File: config.mk
export PLATFORM = sky130hd
export DESIGN_NAME = core_fetch
export DESIGN_NICKNAME = d
export VERILOG_FILES = /design/src/rtl/core_fetch.sv
export SDC_FILE = /design/constraint.sdc
export NUM_CORES = 1
export LEC_CHECK = 0
export CORE_AREA = 10 10 153 84
export CTS_BUF_LIST = sky130_fd_sc_hd__clkbuf_4 sky130_fd_sc_hd__clkbuf_8
export DETAILED_ROUTE_END_ITERATION = 8
export DIE_AREA = 0 0 163 94
export PLACE_DENSITY = 0.92
export SLEW_MARGIN = 40
export SYNTH_ARGS = -nofsm -noshare
export SYNTH_HDL_FRONTEND = slang
export SYNTH_SLANG_ARGS = --single-unit
File: constraint.sdc
create_clock -name clk -period 2.51 [get_ports clk]
set_clock_uncertainty 0.1 [all_clocks]
set_input_delay 0.251 -clock clk [delete_from_list [all_inputs] [get_ports clk]]
set_output_delay 0.251 -clock clk [all_outputs]
set_load 0.01 [all_outputs]
File: src/rtl/core_fetch.sv
`default_nettype none
// ============================================================================
// Module   : core_fetch
// Purpose  : Instruction fetch sequencer for a simple in-order core. Issues a
//            request/grant/rvalid fetch at the current PC, presents the
//            fetched word to the execute stage for one cycle, then follows
//            the execute stage's next PC. Misaligned next PCs raise a sticky
//            trap that only reset clears.
// Ports    : clk, rst          - clock, synchronous active-high reset
//            halt              - suppress starting new fetches
//            nextpc            - next PC from execute (sampled in EXEC)
//            i_mem_req/addr    - fetch request and word address (addr == pc)
//            i_mem_gnt         - request accepted
//            i_mem_rvalid/rdata- response valid and instruction word
//            active, pc, ir    - instruction presented to execute stage
//            trap              - sticky misaligned-PC trap
//            instret           - retired-instruction count (wraps)
// Revision : 1.0 - initial release
// ============================================================================
module core_fetch #(
    parameter logic [31:0] RESET_PC = 32'h0000_0000
) (
    input  logic        clk,
    input  logic        rst,
    input  logic        halt,
    input  logic [31:0] nextpc,
    output logic        i_mem_req,
    output logic [31:0] i_mem_addr,
    input  logic        i_mem_gnt,
    input  logic        i_mem_rvalid,
    input  logic [31:0] i_mem_rdata,
    output logic        active,
    output logic [31:0] pc,
    output logic [31:0] ir,
    output logic        trap,
    output logic [31:0] instret
);

    localparam logic [31:0] c_NOP = 32'h0000_0013;

    typedef enum logic [2:0] {
        FETCH = 3'd0,
        WAIT  = 3'd1,
        EXEC  = 3'd2,
        IDLE  = 3'd3,
        TRAP  = 3'd4
    } state_t;

    state_t      r_state;
    state_t      w_state_nxt;
    logic [31:0] r_pc;
    logic [31:0] r_ir;
    logic        r_trap;
    logic [31:0] r_instret;

    logic        w_req;
    logic        w_active;
    logic        w_capture;
    logic        w_retire;
    logic        w_pc_load;
    logic        w_trap_set;

    // Next-state and control decode
    always_comb begin
        w_state_nxt = r_state;
        w_req       = 1'b0;
        w_active    = 1'b0;
        w_capture   = 1'b0;
        w_retire    = 1'b0;
        w_pc_load   = 1'b0;
        w_trap_set  = 1'b0;
        case (r_state)
            FETCH: begin
                // halt withdraws the request before it can be granted
                if (halt) begin
                    w_state_nxt = IDLE;
                end else begin
                    w_req = 1'b1;
                    if (i_mem_gnt) begin
                        if (i_mem_rvalid) begin
                            w_capture   = 1'b1;
                            w_state_nxt = EXEC;
                        end else begin
                            w_state_nxt = WAIT;
                        end
                    end
                end
            end
            WAIT: begin
                // a granted fetch must complete; halt is not looked at here
                if (i_mem_rvalid) begin
                    w_capture   = 1'b1;
                    w_state_nxt = EXEC;
                end
            end
            EXEC: begin
                w_active = 1'b1;
                w_retire = 1'b1;
                if (nextpc[1:0] == 2'b00) begin
                    w_pc_load   = 1'b1;
                    w_state_nxt = halt ? IDLE : FETCH;
                end else begin
                    w_trap_set  = 1'b1;
                    w_state_nxt = TRAP;
                end
            end
            IDLE: begin
                if (!halt) begin
                    w_state_nxt = FETCH;
                end
            end
            TRAP: begin
                w_state_nxt = TRAP;
            end
            default: begin
                w_state_nxt = FETCH;
            end
        endcase
    end

    always_ff @(posedge clk) begin
        if (rst) begin
            r_state   <= FETCH;
            r_pc      <= {RESET_PC[31:2], 2'b00};
            r_ir      <= c_NOP;
            r_trap    <= 1'b0;
            r_instret <= 32'h0000_0000;
        end else begin
            r_state <= w_state_nxt;
            if (w_capture) begin
                r_ir <= i_mem_rdata;
            end
            if (w_pc_load) begin
                r_pc <= nextpc;
            end
            if (w_retire) begin
                r_instret <= r_instret + 32'd1;
            end
            if (w_trap_set) begin
                r_trap <= 1'b1;
            end
        end
    end

    // While rst is held the state register may still show a pre-reset
    // state, so the handshake outputs are masked explicitly.
    assign i_mem_req  = w_req & ~rst;
    assign active     = w_active & ~rst;
    assign i_mem_addr = r_pc;
    assign pc         = r_pc;
    assign ir         = r_ir;
    assign trap       = r_trap;
    assign instret    = r_instret;

endmodule
`default_nettype wire

### Selected gate families, run 1

Scale bar: 50 um.
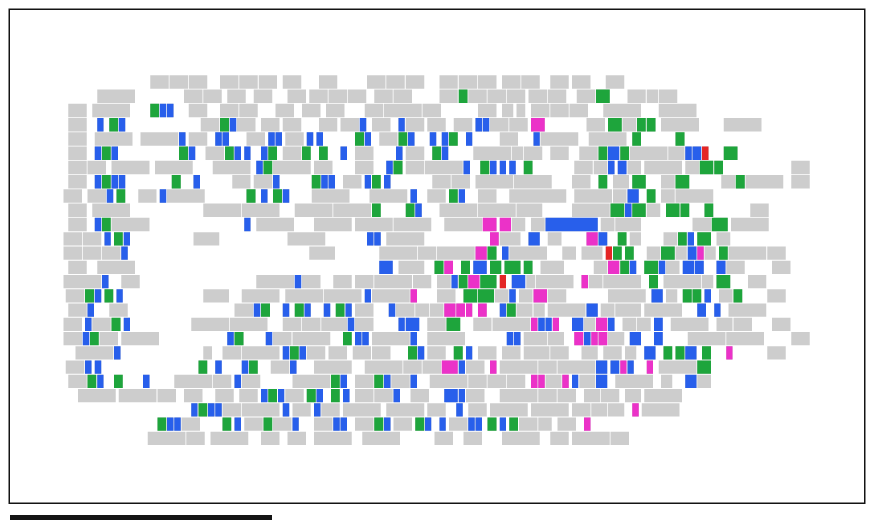
[red] inv cells | cells: 3 | most used: inv_1
[magenta] nor cells | cells: 33 | most used: nor2_1
[blue] nand cells | cells: 172 | most used: nand2_1
[green] aoi and oai cells | cells: 111 | most used: a21oi_1
final cell count without fillers: 832
logic share of the area: 30.0%
Commonest Layout Cell: clkdlybuf4s50_1

### Close-up of the layout, run 1

Scale bar: 10 um. Region (102, 4) to (142, 44) um. Cells in gray, sequential cells in the stronger gray; small squares are vias.
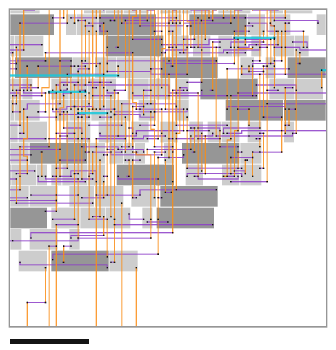
[orange] metal 2
[purple] metal 1
[cyan] metal 3
sequential cells in the window: 17
cells with their middle in the window: 93
netlist names of flops here include: instret (16), r_state (1)
most frequent: dfxtp_1 (17), clkdlybuf4s50_1 (12)

### M3 wires, run 1

Scale bar: 50 um.
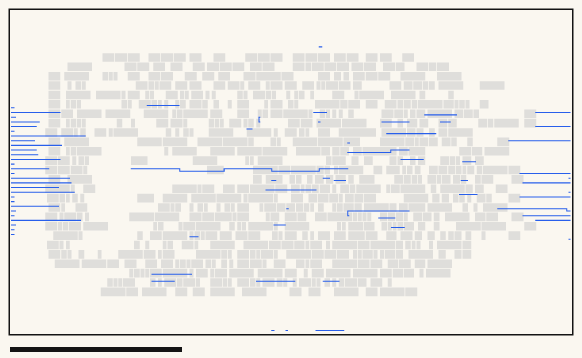
wire length on this layer: 595 um
share of all routed wire: 4.3%
longest straight run: 21.4 um
main direction: horizontal
DRT Wirelength: 13800 um
via count: 4175

==> flow_metrics.env, run 1 <==
# physical design summary
export IMPL_clk_pin_slew_ns=0.09
export IMPL_met1_length_um=5150
export IMPL_rsz0062_at_grt="no"
export IMPL_finalSetupViolations=0
export IMPL_fillers=850
export IMPL_synth_nets=606
export IMPL_peakVddDrop_v=0.000329
export IMPL_leakagePower_uw=0.00206
export IMPL_syn_cell_area_mm2=0.00429
export IMPL_wl_met2_um=7880
export IMPL_yosys_stat_cells=536
export IMPL_tritoncts="yes"
export IMPL_ys_seq_share_pct=46.7
export IMPL_die_y_um=94
export IMPL_via_per_inst=5.02
export IMPL_ys_chip_area_mm2=0.00429
export IMPL_cap_violations=0
export IMPL_tool_warnings=26
export IMPL_dieArea_mm2=0.0153
export IMPL_crit_path_start_kind="flip-flop"
export IMPL_clock_sinks=100
export IMPL_std_cell_rows=26
export IMPL_synth_warnings=0
export IMPL_first_pass_iters=5
export IMPL_clk_path_buf_depth=2
export IMPL_grt_max_degree=40
export IMPL_ant_nets=0
export IMPL_r2r_start="instret[14]"
export IMPL_syn_inst=536
export IMPL_timing_fmax_ghz=0.418
export IMPL_drc=0
export IMPL_dr_wl_met3_um=594
export IMPL_grt_usage_pct=17.0
export IMPL_startpoint="r_state[1]"
export IMPL_port_buffers=199
export IMPL_slew_viol_final=0
export IMPL_worstHoldStart="rst"
export IMPL_fin_setup_tns_ns=0
export IMPL_final_cell_mix="clkdlybuf4s50_1, nand2_1, dfxtp_1"
export IMPL_top_cell_area_share_pct=46.7
export IMPL_status="finished, final reports clean"
export IMPL_cp_max_fo=12
export IMPL_min_path_type="input pin to flip-flop"
export IMPL_fin_crit_sh_pct=95.4
export IMPL_top_layer="met4"
export IMPL_antennaDiodeCount=0
export IMPL_critPathKind="flip-flop to output port"
export IMPL_drive_gt1_share_pct=5.06
export IMPL_regArea_mm2=0.00200
export IMPL_nets=759
export IMPL_cp_arrival_ns=2.04
export IMPL_antenna_found_initial=0
export IMPL_critPathRequiredTime_ns=2.16
export IMPL_grt_pass1_vias=4013
export IMPL_hold_viol=0
export IMPL_end_kind="output port"
export IMPL_grt_pass1_wl_um=21400
export IMPL_h_tree_depth=3
export IMPL_wire_per_inst_um=16.6
export IMPL_p_per_area_mw_per_mm2=624
export IMPL_comb_area_mm2=0.00190
export IMPL_top_area_cell="dfxtp_1"
export IMPL_place_hpwl_um=10700
export IMPL_ios=200
export IMPL_fp_util_pct=42.5
export IMPL_area_growth_pct=47.8
export IMPL_coreArea_mm2=0.0101
export IMPL_tightestPinTransition_ns=0.650
export IMPL_min_period_ns=2.39
export IMPL_place_inst=818
export IMPL_synth_avg_cell_area_um2=8.00
export IMPL_total_power_uw=3950
export IMPL_die_w_um=163
export IMPL_drt_iter0_drc=268
export IMPL_cts_root_buffer_cell="clkbuf_8"
export IMPL_gp_congestion=0.827
export IMPL_synth_flops=100
export IMPL_ys_top_cells_by_area="dfxtp_1, nand2_1, a21oi_1"
export IMPL_numCtsBuffers=9
export IMPL_slew_headroom_pct=56.7
export IMPL_clock_latency_ns=0.34
export IMPL_synth_cell_types=42
export IMPL_grt_overflow_total=0
export IMPL_cts_hold_fix_buffers=0
-- run 1: flip-flops by register name, indices dropped and copies added, names as in the netlist --
| signal | flops |
|---|---|
| i_mem_addr | 32 |
| instret | 32 |
| ir | 32 |
| r_state | 3 |
| trap | 1 |
-- run 1: synthesized netlist by cell type, drive strengths merged --
library cell  instances
or4                  17
xnor2                 5
or3                   6
o211a                 1
and3                  1
nor4                  2
nor3                  6
clkbuf               33
o211ai                1
buf                  35
nand2b                1
nand3b                5
nor3b                 3
nor2                 17
a211oi                1
nand4bb               1
o31ai                14
a2111oi               2
mux2                  1
or4b                  1
o22ai                 1
and4bb                1
a21oi                84
inv                   3
or3b                  1
ha                    1
dfxtp               100
xor2                  5
or2                   4
a21o                  1
and2                  1
a311oi                1
o41ai                 1
and4                  3
nor2b                 4
nand3                10
o21ai                 6
nor4b                 1
nand2               143
nand4                12
-- run 1: critical path, cell delays in order, from the launching register on --
cell             delay [ns]
dfxtp_1                0.35
buf_4                  0.18
nor2_1                 0.21
nor4b_1                0.35
clkdlybuf4s50_1        0.62
-- run 1: where the power goes --
group / total, uW / leakage [uW] / internal, uW / switching, uW
clock network: 973 / 0.0000959 / 470 / 503
registers: 1840 / 0.000810 / 1730 / 105
logic: 1140 / 0.00116 / 591 / 551
-- run 1: kinds of logic after synthesis --
| logic type | share of synthesized area, % |
|---|---|
| AOI/OAI and AO/OA | 14.7 |
| DFF | 46.7 |
| and+or+nand+nor | 27.0 |
| adders and majority gates | 0.292 |
| buffers and inverters | 9.07 |
| xor gates and xnor gates | 2.04 |
| muxes | 0.263 |
-- run 1: what timing repair did --
item | 4_1_cts | 5_1_grt
resized | 0 | 1
setup buffers | 0 | 0
setup endpoints to repair | 0 | 1
-- run 1: routing by layer --
metal  vias to the layer above  track usage (%)
li1                       2105                -
met1                      1958             18.0
met2                       100             33.5
met3                        12             3.76
met4                         0             4.40
met5                         -                0
-- run 1: worst paths after layout --
check	to	slack, ns	cells past startpoint
setup / recovery	i_mem_req	0.12	4
hold / removal	instret[12]	0.32	2
setup reg to reg	instret[31]	0.27	4
hold reg to reg	ir[15]	0.36	2
-- run 1: metrics by stage --
step	cell area, um2	hold WS, ns	setup WS (ns)	util, %
after floorplan	4290	0.275	0.406	-
after global placement	6160	0.341	0.357	61.1
after detailed placement	6160	0.346	0.295	61.1
after CTS	6340	0.300	0.00589	62.8
after global routing	6340	0.319	0.0327	62.9
final	6340	0.315	0.116	62.9
-- run 1: area by class of cell --
type                            instances  share of cell area, %
Tap cell                              140                   2.76
Clock inverter                          3                  0.632
Timing Repair Buffer                  210                   32.6
Multi-Input combinational cell        365                   30.0
Sequential cell                       100                   31.6
Clock buffer                           11                   2.19
Inverter                                3                  0.178
### The metal 1 layer, run 1

Scale bar: 50 um. Supply wires on this layer in gray.
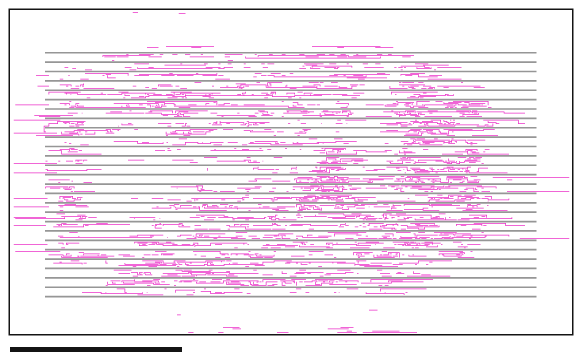

==> inputs of run 2 (changes only) <==
--- a/config.mk
+++ b/config.mk
@@ -10,6 +10,7 @@
 export DETAILED_ROUTE_END_ITERATION = 8
 export DIE_AREA = 0 0 163 94
 export PLACE_DENSITY = 0.92
+export REMOVE_ABC_BUFFERS = 1
 export SLEW_MARGIN = 40
 export SYNTH_ARGS = -nofsm -noshare
 export SYNTH_HDL_FRONTEND = slang
### The metal 1 layer, run 2

Scale bar: 50 um. Supply wires on this layer in gray.
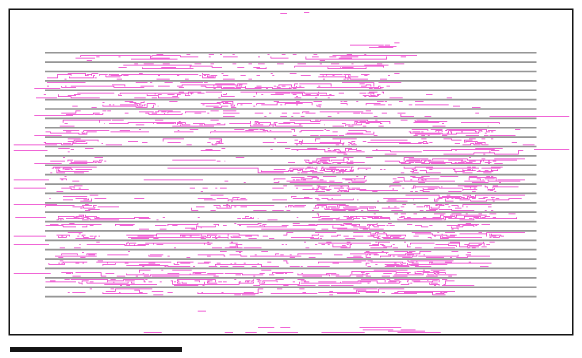
main direction: horizontal
longest straight run: 26.2 um
DRT Wirelength: 13900 um
via count: 4236

==> run 2 against run 1 <==
First-iteration DRC count is 11% lower. Non-clock buffer count increased by 1. Area after synthesis is the same.
==> flow_metrics.env, run 2 <==
# physical design summary
export IMPL_syn_inst=536
export IMPL_first_pass_iters=4
export IMPL_wire_per_inst_um=16.7
export IMPL_top_area_cell="dfxtp_1"
export IMPL_total_power_uw=4020
export IMPL_grt_pass1_wl_um=21400
export IMPL_die_w_um=163
export IMPL_min_path_type="input pin to flip-flop"
export IMPL_cap_violations=0
export IMPL_fin_util_pct=63.2
export IMPL_synth_avg_cell_area_um2=8.00
export IMPL_p_clk_share_pct=26.2
export IMPL_die_y_um=94
export IMPL_cp_top_family="buffers and inverters"
export IMPL_grt_overflow_total=0
export IMPL_path_cells="buf_4, nor2_1, nor4b_1, clkdlybuf4s50_1"
export IMPL_dieArea_mm2=0.0153
export IMPL_h_tree_depth=3
export IMPL_end_kind="output port"
export IMPL_grt_pass1_vias=4124
export IMPL_area_growth_pct=48.6
export IMPL_crit_path_start_kind="flip-flop"
export IMPL_slew_viol_final=0
export IMPL_critPathSlowestCell="clkdlybuf4s50_1"
export IMPL_numCtsBuffers=9
export IMPL_drt_iter0_drc=239
export IMPL_cp_arrival_ns=1.96
export IMPL_fp_util_pct=42.5
export IMPL_finalSetupViolations=0
export IMPL_antenna_found_initial=0
export IMPL_yosys_stat_cells=536
export IMPL_p_sw_uw=1190
export IMPL_slew_headroom_pct=50.2
export IMPL_hold_viol=0
export IMPL_ant_nets=0
export IMPL_place_hpwl_um=10500
export IMPL_clock_sinks=100
export IMPL_sw_frac_of_total_pct=29.6
export IMPL_fin_crit_sh_pct=92.0
export IMPL_p_int_uw=2830
export IMPL_rsz0062_at_grt="no"
export IMPL_tool_warnings=25
export IMPL_grt_usage_pct=17.0
export IMPL_critPathKind="flip-flop to output port"
export IMPL_cp_max_fo=11
export IMPL_status="finished, final reports clean"
export IMPL_synth_flops=100
export IMPL_synth_warnings=0
export IMPL_fillers=837
export IMPL_nets=760
export IMPL_drc=0
export IMPL_ys_chip_area_mm2=0.00429
export IMPL_synth_main_ff_cell="dfxtp_1"
export IMPL_clk_path_buf_depth=2
export IMPL_clock_latency_ns=0.36
export IMPL_grt_max_degree=72
export IMPL_crit_buf_inv=2
export IMPL_drive_gt1_share_pct=5.47
export IMPL_tritoncts="yes"
export IMPL_ys_top_cells_by_area="dfxtp_1, nand2_1, a21oi_1"
export IMPL_top_cell_area_share_pct=46.7
export IMPL_via_per_inst=5.07
export IMPL_clk_pin_slew_ns=0.09
export IMPL_synth_dominant_cell_count="nand2_1"
export IMPL_cts_root_buffer_cell="clkbuf_8"
export IMPL_cts_hold_fix_buffers=0
export IMPL_ios=200
export IMPL_min_period_ns=2.31
export IMPL_port_buffers=199
export IMPL_critPathRequiredTime_ns=2.16
export IMPL_coreArea_mm2=0.0101
export IMPL_top_cells_by_count="nand2_1, dfxtp_1, a21oi_1"
export IMPL_postCtsSetupRepairBufs=0
export IMPL_edf_count=0
export IMPL_power_combinational_fraction_pct=28.3
export IMPL_peakVddDrop_v=0.000359
export IMPL_ys_seq_share_pct=46.7
export IMPL_p_per_area_mw_per_mm2=631
export IMPL_antennaDiodeCount=0
export IMPL_layout_top_cell="clkdlybuf4s50_1"
export IMPL_final_cell_mix="clkdlybuf4s50_1, nand2_1, dfxtp_1"
export IMPL_syn_cell_area_mm2=0.00429
export IMPL_pwr_share_seq_pct=45.6
export IMPL_tightestPinTransition_ns=0.748
export IMPL_async_reset_ff_share_pct=0
export IMPL_std_cell_rows=26
export IMPL_timing_fmax_ghz=0.433
export IMPL_gp_congestion=0.849
export IMPL_cpPeakStageDelay_ns=0.62
export IMPL_leakagePower_uw=0.00210
### Selected gate families, run 2

Scale bar: 50 um.
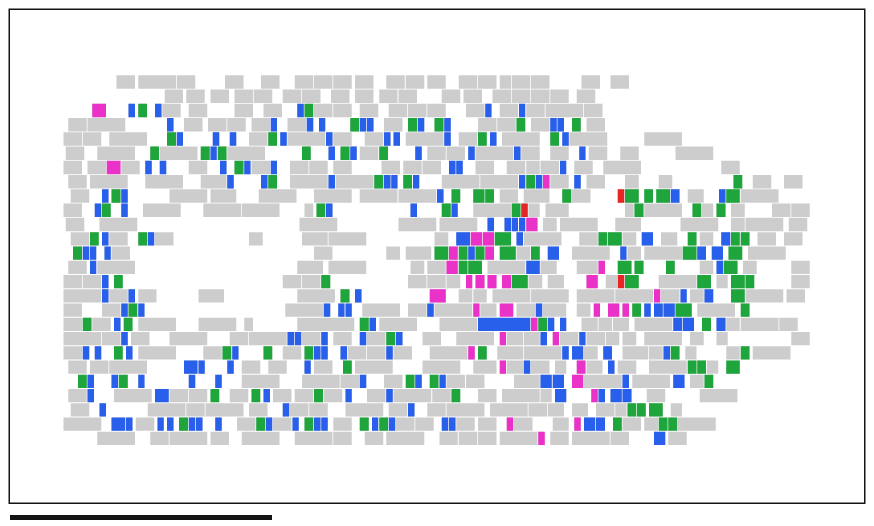
[green] aoi and oai cells | cells: 111 | most used: a21oi_1
[red] inv cells | cells: 3 | most used: inv_1
[magenta] nor cells | cells: 33 | most used: nor2_1
[blue] nand cells | cells: 172 | most used: nand2_1
logic share of the area: 29.8%
final cell count without fillers: 835

-- run 2: per-layer routing --
metal	vias up	track usage [%]	routed length [um]
li1	2118	-	-
met1	2015	17.3	5240
met2	93	33.4	7830
met3	10	5.29	716
met4	0	3.96	154
met5	-	0	0
-- run 2: logic make-up (layout without fill, tap and decap cells) --
kind of cell | after synthesis | in the layout | share of synthesized area, %
buffers and inverters | 71 | 230 | 9.07
flip-flops | 100 | 100 | 46.7
XOR/XNOR | 10 | 10 | 2.04
adder cells (fa/ha/maj) | 1 | 1 | 0.292
multiplexers | 1 | 1 | 0.263
AND-OR/OR-AND | 113 | 113 | 14.7
AND/OR/NAND/NOR | 240 | 240 | 27.0
-- run 2: power groups by stage --
stage                     Combinational [uW]  Sequential (uW)  Clock [uW]
after floorplan                          389             1970           0
after global placement                  1110             1860           0
after detailed placement                1140             1870           0
after CTS                               1150             1830        1090
after global routing                    1240             1850        1140
final                                   1140             1830        1050
-- run 2: cell type report --
cell class	instances	area (um2)	area share (%)
timing repair buffer	211	2080	32.6
inverter	3	11.3	0.177
clock inverter	4	47.5	0.746
sequential	100	2000	31.4
tap	140	175	2.75
clock buffer	12	159	2.49
multi-input combinational	365	1900	29.8
-- run 2: timing repair --
action,CTS,global route
hold endpoints to repair,0,0
resized,0,1
endpoints found under the setup margin,0,1
-- run 2: path summary, 6_finish.rpt --
kind	startpoint	slack, ns	endpoint	depth (start not counted)
setup / recovery	r_state[1]	0.20	i_mem_req	4
hold / removal	i_mem_rdata[9]	0.33	ir[9]	3
setup reg to reg	instret[4]	0.23	instret[28]	5
hold reg to reg	ir[25]	0.36	ir[25]	2
-- run 2: per-stage QoR --
stage,TNS [ns],hold WS (ns),cells,worst slack (ns),area (um2)
6_report,0,0.330,835,0.202,6370
5_1_grt,0,0.320,835,0.0720,6370
4_1_cts,0,0.305,835,0.0338,6370
3_5_place_dp,0,0.346,819,0.299,6160
3_3_place_gp,0,0.341,819,0.389,6160
2_1_floorplan,-0.202,0.220,468,-0.202,3910
-- run 2: tightest hold or removal path: cells and delay by family --
| kind | cells | cell delay (ns) |
|---|---|---|
| buf+inv | 1 | 0.39 |
| simple gates | 1 | 0.05 |
| compound gates | 1 | 0.05 |
Power and IR drop assume default switching activity.
